### Wiring by layer

Scale: 4 px per um.
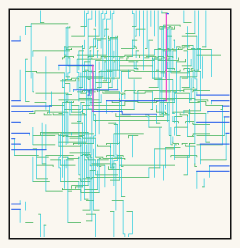
### Cell classes on the final placement

Scale: 4 px per um.
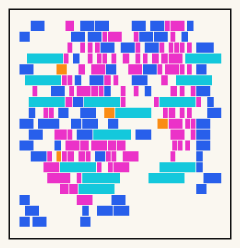
### Pin placement

Scale: 6 px per um. Pins as bars across the die edge, other pins in grey.
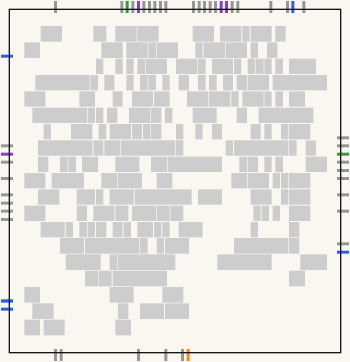
===== config.mk =====
export PLATFORM = sky130hd
export DESIGN_NAME = alu_share_ctrl_flat
export DESIGN_NICKNAME = d
export VERILOG_FILES = /design/src/rtl/ALU_Package.sv /design/src/rtl/alu_share_ctrl_if.sv /design/src/rtl/rr_arb2.sv /design/src/rtl/alu_share_ctrl.sv /design/src/flat_wrapper.sv
export SDC_FILE = /design/constraint.sdc
export NUM_CORES = 1
export LEC_CHECK = 0
export ABC_AREA = 1
export CAP_MARGIN = 0
export CORE_AREA = 2 2 53 55
export CTS_CLUSTER_DIAMETER = 50
export CTS_CLUSTER_SIZE = 16
export DETAILED_ROUTE_END_ITERATION = 6
export DIE_AREA = 0 0 55 57
export GPL_ROUTABILITY_DRIVEN = 0
export GPL_TIMING_DRIVEN = 0
export HOLD_SLACK_MARGIN = 0.15
export PLACE_DENSITY = 0.74
export SYNTH_ARGS = -nofsm -noshare
export SYNTH_HDL_FRONTEND = slang
export SYNTH_SLANG_ARGS = --single-unit
export TNS_END_PERCENT = 100

===== constraint.sdc =====
create_clock -name clk -period 1.09 [get_ports clk]
set_input_delay 0.109 -clock clk [delete_from_list [all_inputs] [get_ports clk]]
set_output_delay 0.109 -clock clk [all_outputs]
set_load 0.05 [all_outputs]

===== src/rtl/ALU_Package.sv =====
// Shared types and constants for the ALU sharing controller.
package ALU_Package;

  // ALU operation encoding; Add is the all-zero reset value.
  typedef enum logic [1:0] {
    OpAdd    = 2'd0,
    OpSub    = 2'd1,
    OpInvA   = 2'd2,
    OpRedOrB = 2'd3
  } opcode_t;

  // Controller FSM states.
  typedef enum logic [1:0] {
    StIdle = 2'd0,
    StExec = 2'd1,
    StResp = 2'd2
  } ctrl_state_t;

  // Width of the optional per-requester grant counters.
  localparam int unsigned StatsWidth = 8;

  // Increment that sticks at all-ones instead of wrapping.
  function automatic logic [StatsWidth-1:0] sat_inc(input logic [StatsWidth-1:0] v);
    return (v == '1) ? v : v + StatsWidth'(1);
  endfunction

endpackage


===== src/rtl/alu_share_ctrl_if.sv =====
// Requester and response handshake bundle for alu_share_ctrl.
interface alu_share_ctrl_if;
  import ALU_Package::*;

  logic              req0_valid;
  logic              req0_ready;
  opcode_t           req0_opcode;
  logic signed [3:0] req0_a;
  logic signed [3:0] req0_b;

  logic              req1_valid;
  logic              req1_ready;
  opcode_t           req1_opcode;
  logic signed [3:0] req1_a;
  logic signed [3:0] req1_b;

  logic              resp_valid;
  logic              resp_ready;
  logic              resp_id;
  logic signed [4:0] resp_data;

  // Requesters plus response consumer.
  modport master (
    output req0_valid, req0_opcode, req0_a, req0_b,
    output req1_valid, req1_opcode, req1_a, req1_b,
    output resp_ready,
    input  req0_ready, req1_ready, resp_valid, resp_id, resp_data
  );

  // The controller.
  modport slave (
    input  req0_valid, req0_opcode, req0_a, req0_b,
    input  req1_valid, req1_opcode, req1_a, req1_b,
    input  resp_ready,
    output req0_ready, req1_ready, resp_valid, resp_id, resp_data
  );

endinterface


===== src/rtl/rr_arb2.sv =====
// Two-way arbiter: round-robin on ties, or requester 0 always wins when FIXED_PRIO != 0.
module rr_arb2 #(
  parameter int unsigned FIXED_PRIO = 0
) (
  input  logic [1:0] req_i,
  input  logic       last_grant_i,
  output logic [1:0] gnt_o
);

  // On a tie favour the requester that was not granted last.
  always_comb begin
    gnt_o = 2'b00;
    if (req_i == 2'b11) begin
      gnt_o = ((FIXED_PRIO != 0) || last_grant_i) ? 2'b01 : 2'b10;
    end else begin
      gnt_o = req_i;
    end
  end

endmodule


===== src/rtl/alu_share_ctrl.sv =====
// alu_share_ctrl: arbitrates two requesters onto one shared, registered 4-bit ALU.
// Build macro ALU_SHARE_CTRL_STATS_EN adds saturating per-requester grant counters.
module alu_share_ctrl
  import ALU_Package::*;
#(
  parameter int unsigned FIXED_PRIO = 0
) (
  input  logic                  clk,
  input  logic                  reset,
  alu_share_ctrl_if.slave       bus,
  output opcode_t               alu_opcode_o,
  output logic signed [3:0]     alu_a_o,
  output logic signed [3:0]     alu_b_o,
  input  logic signed [4:0]     alu_c_i,
  output logic                  busy_o
`ifdef ALU_SHARE_CTRL_STATS_EN
  ,
  output logic [StatsWidth-1:0] grant_cnt0_o,
  output logic [StatsWidth-1:0] grant_cnt1_o
`endif
);

  ctrl_state_t       state_q, state_d;
  logic              last_q;
  logic              id_q;
  opcode_t           op_q;
  logic signed [3:0] a_q, b_q;
  logic [1:0]        gnt;
  logic              accept;
  logic              resp_done;

  rr_arb2 #(
    .FIXED_PRIO(FIXED_PRIO)
  ) u_arb (
    .req_i       ({bus.req1_valid, bus.req0_valid}),
    .last_grant_i(last_q),
    .gnt_o       (gnt)
  );

  // Next-state: accept in IDLE, one fixed EXEC cycle, hold RESP until consumed.
  always_comb begin
    state_d   = state_q;
    accept    = 1'b0;
    resp_done = 1'b0;
    unique case (state_q)
      StIdle: begin
        if (gnt != 2'b00) begin
          accept  = 1'b1;
          state_d = StExec;
        end
      end
      StExec: state_d = StResp;
      StResp: begin
        if (bus.resp_ready) begin
          resp_done = 1'b1;
          state_d   = StIdle;
        end
      end
      default: state_d = StIdle;
    endcase
  end

  // State register.
  always_ff @(posedge clk or posedge reset) begin
    if (reset) begin
      state_q <= StIdle;
    end else begin
      state_q <= state_d;
    end
  end

  // Holding registers feed the ALU so operands stay stable through RESP.
  always_ff @(posedge clk or posedge reset) begin
    if (reset) begin
      id_q <= 1'b0;
      op_q <= OpAdd;
      a_q  <= '0;
      b_q  <= '0;
    end else if (accept) begin
      id_q <= gnt[1];
      op_q <= gnt[1] ? bus.req1_opcode : bus.req0_opcode;
      a_q  <= gnt[1] ? bus.req1_a : bus.req0_a;
      b_q  <= gnt[1] ? bus.req1_b : bus.req0_b;
    end
  end

  // Last-grant pointer moves only when a response is consumed; reset favours requester 0.
  always_ff @(posedge clk or posedge reset) begin
    if (reset) begin
      last_q <= 1'b1;
    end else if (resp_done) begin
      last_q <= id_q;
    end
  end

  // Readies are combinational from the grant and forced low while reset is held.
  assign bus.req0_ready = accept & gnt[0] & ~reset;
  assign bus.req1_ready = accept & gnt[1] & ~reset;
  assign bus.resp_valid = (state_q == StResp);
  assign bus.resp_id    = id_q;
  assign bus.resp_data  = alu_c_i;
  assign alu_opcode_o   = op_q;
  assign alu_a_o        = a_q;
  assign alu_b_o        = b_q;
  assign busy_o         = (state_q != StIdle);

`ifdef ALU_SHARE_CTRL_STATS_EN
  logic [StatsWidth-1:0] cnt0_q, cnt1_q;

  // Saturating grant counters.
  always_ff @(posedge clk or posedge reset) begin
    if (reset) begin
      cnt0_q <= '0;
      cnt1_q <= '0;
    end else if (accept) begin
      if (gnt[0]) cnt0_q <= sat_inc(cnt0_q);
      if (gnt[1]) cnt1_q <= sat_inc(cnt1_q);
    end
  end

  assign grant_cnt0_o = cnt0_q;
  assign grant_cnt1_o = cnt1_q;
`endif

endmodule


===== src/flat_wrapper.sv =====
// flat-port wrapper written by rule: the top's interface ports become plain ports
module alu_share_ctrl_flat import ALU_Package::*;
#(
  parameter int unsigned FIXED_PRIO = 0
)
  (clk, reset, alu_opcode_o, alu_a_o, alu_b_o, alu_c_i, busy_o, bus_req0_valid, bus_req0_opcode, bus_req0_a, bus_req0_b, bus_req1_valid, bus_req1_opcode, bus_req1_a, bus_req1_b, bus_resp_ready, bus_req0_ready, bus_req1_ready, bus_resp_valid, bus_resp_id, bus_resp_data);
  alu_share_ctrl_if bus_i ();
  input  logic clk;
  input  logic reset;
  output opcode_t alu_opcode_o;
  output logic signed [3:0] alu_a_o;
  output logic signed [3:0] alu_b_o;
  input  logic signed [4:0] alu_c_i;
  output logic busy_o;
  input wire logic [$bits(bus_i.req0_valid)-1:0] bus_req0_valid;
  input wire logic [$bits(bus_i.req0_opcode)-1:0] bus_req0_opcode;
  input wire logic [$bits(bus_i.req0_a)-1:0] bus_req0_a;
  input wire logic [$bits(bus_i.req0_b)-1:0] bus_req0_b;
  input wire logic [$bits(bus_i.req1_valid)-1:0] bus_req1_valid;
  input wire logic [$bits(bus_i.req1_opcode)-1:0] bus_req1_opcode;
  input wire logic [$bits(bus_i.req1_a)-1:0] bus_req1_a;
  input wire logic [$bits(bus_i.req1_b)-1:0] bus_req1_b;
  input wire logic [$bits(bus_i.resp_ready)-1:0] bus_resp_ready;
  output wire logic [$bits(bus_i.req0_ready)-1:0] bus_req0_ready;
  output wire logic [$bits(bus_i.req1_ready)-1:0] bus_req1_ready;
  output wire logic [$bits(bus_i.resp_valid)-1:0] bus_resp_valid;
  output wire logic [$bits(bus_i.resp_id)-1:0] bus_resp_id;
  output wire logic [$bits(bus_i.resp_data)-1:0] bus_resp_data;
  assign bus_i.req0_valid = bus_req0_valid;
  assign bus_i.req0_opcode = bus_req0_opcode;
  assign bus_i.req0_a = bus_req0_a;
  assign bus_i.req0_b = bus_req0_b;
  assign bus_i.req1_valid = bus_req1_valid;
  assign bus_i.req1_opcode = bus_req1_opcode;
  assign bus_i.req1_a = bus_req1_a;
  assign bus_i.req1_b = bus_req1_b;
  assign bus_i.resp_ready = bus_resp_ready;
  assign bus_req0_ready = bus_i.req0_ready;
  assign bus_req1_ready = bus_i.req1_ready;
  assign bus_resp_valid = bus_i.resp_valid;
  assign bus_resp_id = bus_i.resp_id;
  assign bus_resp_data = bus_i.resp_data;
  alu_share_ctrl #(.FIXED_PRIO(FIXED_PRIO)) u_core (.clk(clk), .reset(reset), .bus(bus_i), .alu_opcode_o(alu_opcode_o), .alu_a_o(alu_a_o), .alu_b_o(alu_b_o), .alu_c_i(alu_c_i), .busy_o(busy_o));
endmodule

==> reports/qor.txt <==
Final Cycle Share -> 1.32
Pre-CTS setup slack -> -879 ps
Crit path from -> u_core.last_q
Nets -> 204
Dominant cell area share -> 0.399
IO Pins -> 50
Drt pass-1 iters -> 4
Tool warnings -> 29
CP Capture Type -> output port
Synth area leaders -> dfrtp_1, nand2_1, nand3_1
Detail Placement HPWL -> 1650 um
Nets at Floorplan -> 147
Post-place instance area -> 1320 sq um
Number of enable flip-flop cells -> 0
Period minus WS final -> 1440 ps
CTS Sinks -> 14
Post-Route WL -> 2520 um
Synthesized area per cell -> 6.96 sq um
Clk ins delay skew pair -> 290 ps
Setup-failing EPs final -> 16
Top-count cell post-synth -> nand2_1
Mapped cell area -> 815 sq um
Critical Path Source Type -> flop
Buf/Inv on CP -> 2
Worst Skew -> 8.20 ps
R2R Setup Slk -> -150 ps
CP max stage delay -> 550 ps
Hold Path Class -> in2async
Slowest stage cell, crit path -> dfstp_2
Failing checks -> setup timing
DR vias -> 929
CP Depth -> 5
TritonCTS clock tree -> yes
FP Core Util -> 0.311
Crit-path max FO -> 2
First-pass GRT wire length -> 3840 um
Root buf cell -> clkbuf_4
Slew headroom -> 0.640
Cell taking the most area after synthesis -> dfrtp_1
Lkg Pwr -> 0.792 nW
Worst reg-to-reg path cell count -> 7
Slew Limit Fails -> 0
Cell count after synthesis -> 117
Outcome -> finished with violations
Die Y -> 57 um
P&R area growth vs syn -> 79.9%
Antenna cells -> 0
Detailed router's first-iteration violation count -> 10
Final worst slack -> -350 ps
Reg2reg start -> u_core.state_q[1]
Cell area power density -> 2790 nW/um^2
Max Freq -> 0.695 GHz
## Picture notes: 'Wiring by layer'
blue -> M3  # wire length 143 um
green -> M1  # wire length 942 um
magenta -> M4  # wire length 33.3 um
cyan -> M2  # wire length 1400 um

## Picture notes: 'Cell classes on the final placement'
cyan -> sequential cells  # cells 14, share of their area 25%
magenta -> remaining logic cells  # cells 93, share of their area 35%
orange -> clock drivers and dummy loads  # cells 4, share of their area 1.8%
blue -> remaining buffers and delay cells  # cells 62, share of their area 39%

## Picture notes: 'Pin placement'
orange -> bus_resp_valid  # pins 1, direction output, edge bottom
purple -> bus_req0_b  # pins 4, direction input, edge 3 top, 1 left
blue -> alu_c_i  # pins 5, direction input, edge 3 left, 1 right, 1 top
green -> bus_req1_opcode  # pins 2, direction input, edge 1 right, 1 top
all pins by edge = 23 top, 11 left, 10 right, 6 bottom

metal layers:
layer  routed length (um)  vias up  GRT usage
met5                    0        -          0
met1                  941      443      0.189
met3                  143        4     0.0524
met4                   33        0     0.0557
li1                     -      452          -
met2                 1400       30      0.299
final cells by class:
class | instances | share of cell area
repair buffers | 55 | 0.339
multi-input cells | 68 | 0.272
flip-flops and latches | 14 | 0.241
inverters | 25 | 0.0675
plain buffers | 7 | 0.0367
well taps | 31 | 0.0265
clock buffers | 4 | 0.0179
metrics by stage:
| stage | utilization | TNS [ps] | hold slack, ps |
|---|---|---|---|
| final | 0.560 | -2490 | 322 |
| after global routing | 0.560 | -3510 | 365 |
| after CTS | 0.554 | -2060 | 348 |
| after detailed placement | 0.504 | -6290 | 469 |
| after global placement | 0.504 | -5900 | 461 |
| after floorplan | - | -370 | -2.50 |
sequential cells by signal (all words and copies together), names as in the netlist:
register	count
u_core.last_q	1
u_core.alu_opcode_o	2
u_core.bus.resp_id	1
u_core.alu_a_o	4
u_core.alu_b_o	4
u_core.state_q	2
logic make-up (layout without fill, tap and decap cells):
| group | Yosys count | after routing | synth area share |
|---|---|---|---|
| and+or+nand+nor | 65 | 65 | 0.347 |
| AOI/OAI and AO/OA | 3 | 3 | 0.0184 |
| DFF | 14 | 14 | 0.432 |
| buffers and inverters | 35 | 91 | 0.203 |
report_power, final:
| group | internal (W) | switching [W] | leakage (nW) |
|---|---|---|---|
| clock | 0.000143 | 0.000183 | 0.0150 |
| sequential | 0.000797 | 0.000152 | 0.167 |
| combinational | 0.000962 | 0.00185 | 0.610 |
| total | 0.00190 | 0.00218 | 0.792 |
repair_timing:
item                                    CTS  global route
buffers inserted                          7             4
endpoints found under the setup margin   25            18
hold buffers                              0             0
resized                                 110             6
gates cloned                              1             0
pin swaps                                21             4
Power and IR drop assume default switching activity.
